==> src/rtl/lc3b_types.sv <==
// lc3b_types: shared types for the LC-3b memory hierarchy.
//   arb_state_t  - mem_arbiter transaction state (IDLE, SERVE_I, SERVE_D)
//   lc3b_c_line  - one cache line (LC3B_LINE_W bits)
package lc3b_types;

    localparam int unsigned LC3B_LINE_W = 128;

    typedef logic [LC3B_LINE_W-1:0] lc3b_c_line;

    typedef enum logic [1:0] {
        IDLE    = 2'd0,
        SERVE_I = 2'd1,
        SERVE_D = 2'd2
    } arb_state_t;

endpackage

==> src/rtl/arb_grant_select.sv <==
// arb_grant_select: combinational winner selection between the instruction
// and data cache miss requests.
//   i_ireq     in   instruction-cache request pending
//   i_dreq     in   data-cache request pending (read or write-back)
//   i_last_i   in   previous grant went to the instruction port
//                   (present only when ARB_ROUND_ROBIN_EN is defined)
//   o_grant_i  out  instruction port wins
//   o_grant_d  out  data port wins
// Macro ARB_ROUND_ROBIN_EN: alternate the winner on simultaneous requests;
// otherwise the data port always wins a tie.
module arb_grant_select
    import lc3b_types::*;
(
    input  logic i_ireq,
    input  logic i_dreq,
`ifdef ARB_ROUND_ROBIN_EN
    input  logic i_last_i,
`endif
    output logic o_grant_i,
    output logic o_grant_d
);

    always_comb begin
        o_grant_i = 1'b0;
        o_grant_d = 1'b0;
        if (i_ireq && i_dreq) begin
`ifdef ARB_ROUND_ROBIN_EN
            // The port that was not served last time wins the tie.
            o_grant_d = i_last_i;
            o_grant_i = ~i_last_i;
`else
            o_grant_d = 1'b1;
`endif
        end else begin
            o_grant_i = i_ireq;
            o_grant_d = i_dreq;
        end
    end

endmodule

==> src/rtl/mem_arbiter.sv <==
// mem_arbiter: shares the single physical-memory port between the LC-3b
// instruction cache and data cache. One transaction at a time; the winner's
// command is driven to pmem until pmem_resp, whose pulse is routed back.
//   clk, reset_n                          clock, synchronous active-low reset
//   i_read, i_address                     instruction-cache line read request
//   i_rdata, i_resp                       line and completion pulse to I-cache
//   d_read, d_write, d_address, d_wdata   data-cache read / write-back request
//   d_rdata, d_resp                       line and completion pulse to D-cache
//   pmem_read, pmem_write, pmem_address,
//   pmem_wdata                            command to physical memory
//   pmem_rdata, pmem_resp                 response from physical memory
// Macro ARB_ROUND_ROBIN_EN: round-robin tie break via a last-grant register;
// undefined gives fixed data-over-instruction priority.
module mem_arbiter
    import lc3b_types::*;
#(
    parameter int unsigned ADDR_W = 16,
    parameter int unsigned LINE_W = 128
) (
    input  logic              clk,
    input  logic              reset_n,
    input  logic              i_read,
    input  logic [ADDR_W-1:0] i_address,
    output logic [LINE_W-1:0] i_rdata,
    output logic              i_resp,
    input  logic              d_read,
    input  logic              d_write,
    input  logic [ADDR_W-1:0] d_address,
    input  logic [LINE_W-1:0] d_wdata,
    output logic [LINE_W-1:0] d_rdata,
    output logic              d_resp,
    output logic              pmem_read,
    output logic              pmem_write,
    output logic [ADDR_W-1:0] pmem_address,
    output logic [LINE_W-1:0] pmem_wdata,
    input  logic [LINE_W-1:0] pmem_rdata,
    input  logic              pmem_resp
);

    arb_state_t r_state;
    arb_state_t w_next_state;
    logic       r_d_write;
    logic       w_grant_i;
    logic       w_grant_d;
`ifdef ARB_ROUND_ROBIN_EN
    logic       r_last_i;
`endif

    arb_grant_select u_grant (
        .i_ireq    (i_read),
        .i_dreq    (d_read | d_write),
`ifdef ARB_ROUND_ROBIN_EN
        .i_last_i  (r_last_i),
`endif
        .o_grant_i (w_grant_i),
        .o_grant_d (w_grant_d)
    );

    // The data command type is captured at grant so that a requester that
    // illegally drops its request still sees its command run to completion.
    always_ff @(posedge clk) begin
        if (!reset_n) begin
            r_state   <= IDLE;
            r_d_write <= 1'b0;
        end else begin
            r_state <= w_next_state;
            if (r_state == IDLE && w_grant_d) begin
                r_d_write <= d_write;
            end
        end
    end

`ifdef ARB_ROUND_ROBIN_EN
    // Reset value 1 makes the data port win the first tie.
    always_ff @(posedge clk) begin
        if (!reset_n) begin
            r_last_i <= 1'b1;
        end else if (r_state == IDLE && (w_grant_i || w_grant_d)) begin
            r_last_i <= w_grant_i;
        end
    end
`endif

    always_comb begin
        w_next_state = r_state;
        pmem_read    = 1'b0;
        pmem_write   = 1'b0;
        pmem_address = '0;
        pmem_wdata   = '0;
        i_resp       = 1'b0;
        d_resp       = 1'b0;
        case (r_state)
            IDLE: begin
                if (w_grant_d) begin
                    w_next_state = SERVE_D;
                end else if (w_grant_i) begin
                    w_next_state = SERVE_I;
                end
            end
            SERVE_I: begin
                pmem_read    = 1'b1;
                pmem_address = i_address;
                if (pmem_resp) begin
                    i_resp       = 1'b1;
                    w_next_state = IDLE;
                end
            end
            SERVE_D: begin
                pmem_write   = r_d_write;
                pmem_read    = ~r_d_write;
                pmem_address = d_address;
                pmem_wdata   = d_wdata;
                if (pmem_resp) begin
                    d_resp       = 1'b1;
                    w_next_state = IDLE;
                end
            end
            default: w_next_state = IDLE;
        endcase
    end

    assign i_rdata = pmem_rdata;
    assign d_rdata = pmem_rdata;

    always_ff @(posedge clk) begin
        if (reset_n) begin
            assert (!(d_read && d_write))
            else $warning("mem_arbiter: d_read and d_write asserted together, write wins");
        end
    end

endmodule

==> config.mk <==
export PLATFORM = sky130hd
export DESIGN_NAME = mem_arbiter
export DESIGN_NICKNAME = d
export VERILOG_FILES = /design/src/rtl/lc3b_types.sv /design/src/rtl/arb_grant_select.sv /design/src/rtl/mem_arbiter.sv
export SDC_FILE = /design/constraint.sdc
export NUM_CORES = 1
export LEC_CHECK = 0
export CAP_MARGIN = 40
export CORE_AREA = 2 2 271 273
export CTS_BUF_LIST = sky130_fd_sc_hd__clkbuf_8
export CTS_CLUSTER_SIZE = 8
export DETAILED_ROUTE_END_ITERATION = 6
export DIE_AREA = 0 0 273 275
export GPL_TIMING_DRIVEN = 1
export PLACE_DENSITY = 0.3
export SLEW_MARGIN = 0
export SYNTH_ARGS = -nofsm -noshare
export SYNTH_HDL_FRONTEND = slang
export SYNTH_HIERARCHICAL = 1
export SYNTH_SLANG_ARGS = --single-unit
==> constraint.sdc <==
create_clock -name clk -period 1.47 [get_ports clk]
set_input_delay 0.294 -clock clk [delete_from_list [all_inputs] [get_ports clk]]
set_output_delay 0.294 -clock clk [all_outputs]
set_load 0.005 [all_outputs]
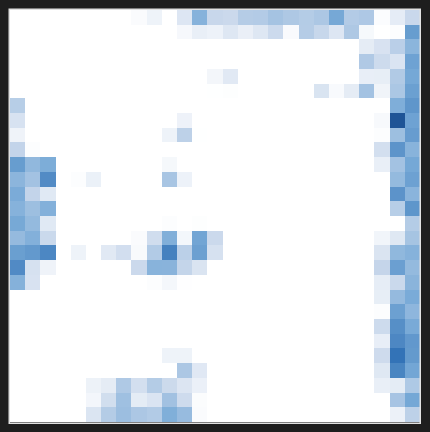
density.png
(1.5 px per µm) 27 x 28 tiles, from white (low) to dark blue (high), 0 to 100% covered.
fullest tile: 85%
tiles over 75% full: 0.10%
densest ninth of the die: top right
Final Util: 9.663%
Core Region: 72,340 µm²
FP Util: 4.537%

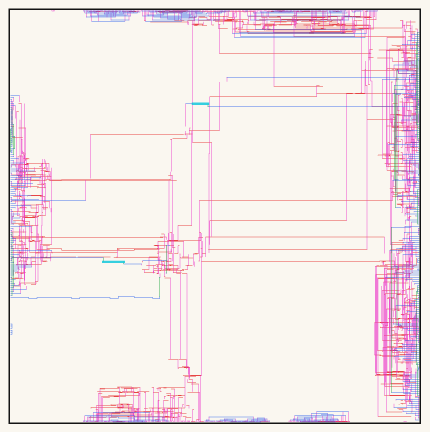
metal_stack.png
(1.5 px per µm)
[met1] red | wire length: 6,390 µm
[met3] blue | wire length: 4,020 µm
[met5] cyan | wire length: 23.9 µm
[met4] green | wire length: 906 µm
[met2] magenta | wire length: 9,460 µm
Via Count: 3,250
Tot GR Track Use: 5.005%
routed length per instance: 13.52 µm

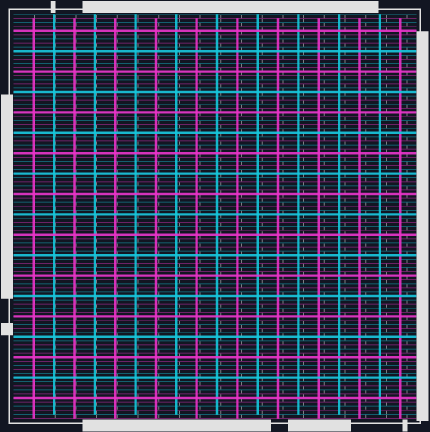
pdn.png
(1.5 px per µm) Pins as bars on the die edge. Tap cells in grey.
[VDD] cyan
[VSS] magenta
signal pins: 698
met4 straps: 19
met5 straps: 19

==> results.json <==
{
  "inv_count": 3,
  "cpMaxStageDelayCell": "dfxtp_2",
  "startpoint_type": "flip-flop",
  "synthTopCellsByCount": "258 x buf_4, 131 x and2_1, 19 x nor2b_1, 16 x a22oi_1, 13 x clkbuf_2",
  "synth_cells": 464,
  "synthAdderAreaFrac_pct": 1.144,
  "ctsResizeCount": 636,
  "path_class": "reg -> out",
  "die_x_um": 273,
  "firstDrtPassIters": 4,
  "drc": 0,
  "viasPerCell": 2.113,
  "drive_above_1_share_pct": 54.23,
  "synth.distinct_cells": 22,
  "min_from": "r_state[1]",
  "worst_path_largest_cell_delay_ns": 0.32,
  "antenna_found_initial": 2,
  "die-area_um2": 75080,
  "logic_gates": 182,
  "cp.depth": 9,
  "p_int_mw": 3.165,
  "setup_ws_ns": -0.4901,
  "stdcell_area_um2": 6990,
  "routabilityCongestion": 0.7210,
  "setup_viol": 148,
  "synth_nets": 761,
  "finalPower_mw": 4.731,
  "io_pins": 698,
  "cp_max_fo": 4,
  "clk_share_pct": 0.6444,
  "die_y_um": 275,
  "grt_pass1_vias": 3509,
  "antenna_cells": 0,
  "io_buffers": 313,
  "violations": "setup timing",
  "status": "finished, violations left",
  "ys_sh_xor_pct": 0,
  "cp.required_ns": 1.18
}
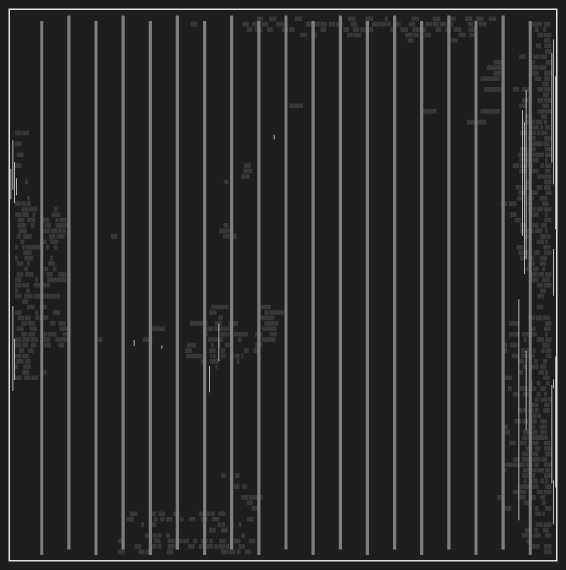
met4.png
(2 px per µm) Supply wires on this layer in grey. Cells faint in the background.
share of all routed wire: 4.4%
main direction: vertical
longest straight run: 110 µm

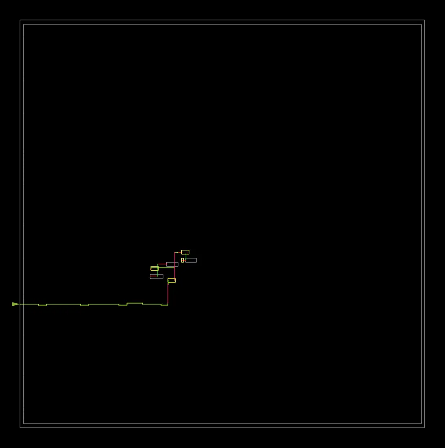
final_clocks.png
flip-flop and latch count: 3
CTS Sinks: 3
clk_buf instances: 3
Num CTS Buffers: 3

## routing by layer
metal | routed length, µm | track usage [%]
met1 | 6387 | 4.385
met2 | 9462 | 8.302
met3 | 4018 | 4.190
met4 | 905 | 2.100
met5 | 23 | 0
## placed cells by master (no fill, tap or decap), types with 11 or more instances in the layout
| cell type | Yosys | layout |
|---|---|---|
| clkbuf_2 | 13 | 11 |
| and2_4 | 0 | 82 |
| and2_1 | 131 | 49 |
| buf_12 | 0 | 20 |
| nor2b_1 | 19 | 16 |
| buf_2 | 2 | 31 |
| buf_4 | 258 | 16 |
| clkdlybuf4s15_1 | 0 | 19 |
| a22oi_2 | 0 | 16 |
| buf_6 | 1 | 100 |
| clkdlybuf4s50_1 | 0 | 165 |
## registers in the layout, indices dropped and copies added (netlist names)
name / count
r_d_write: 1
r_state: 2
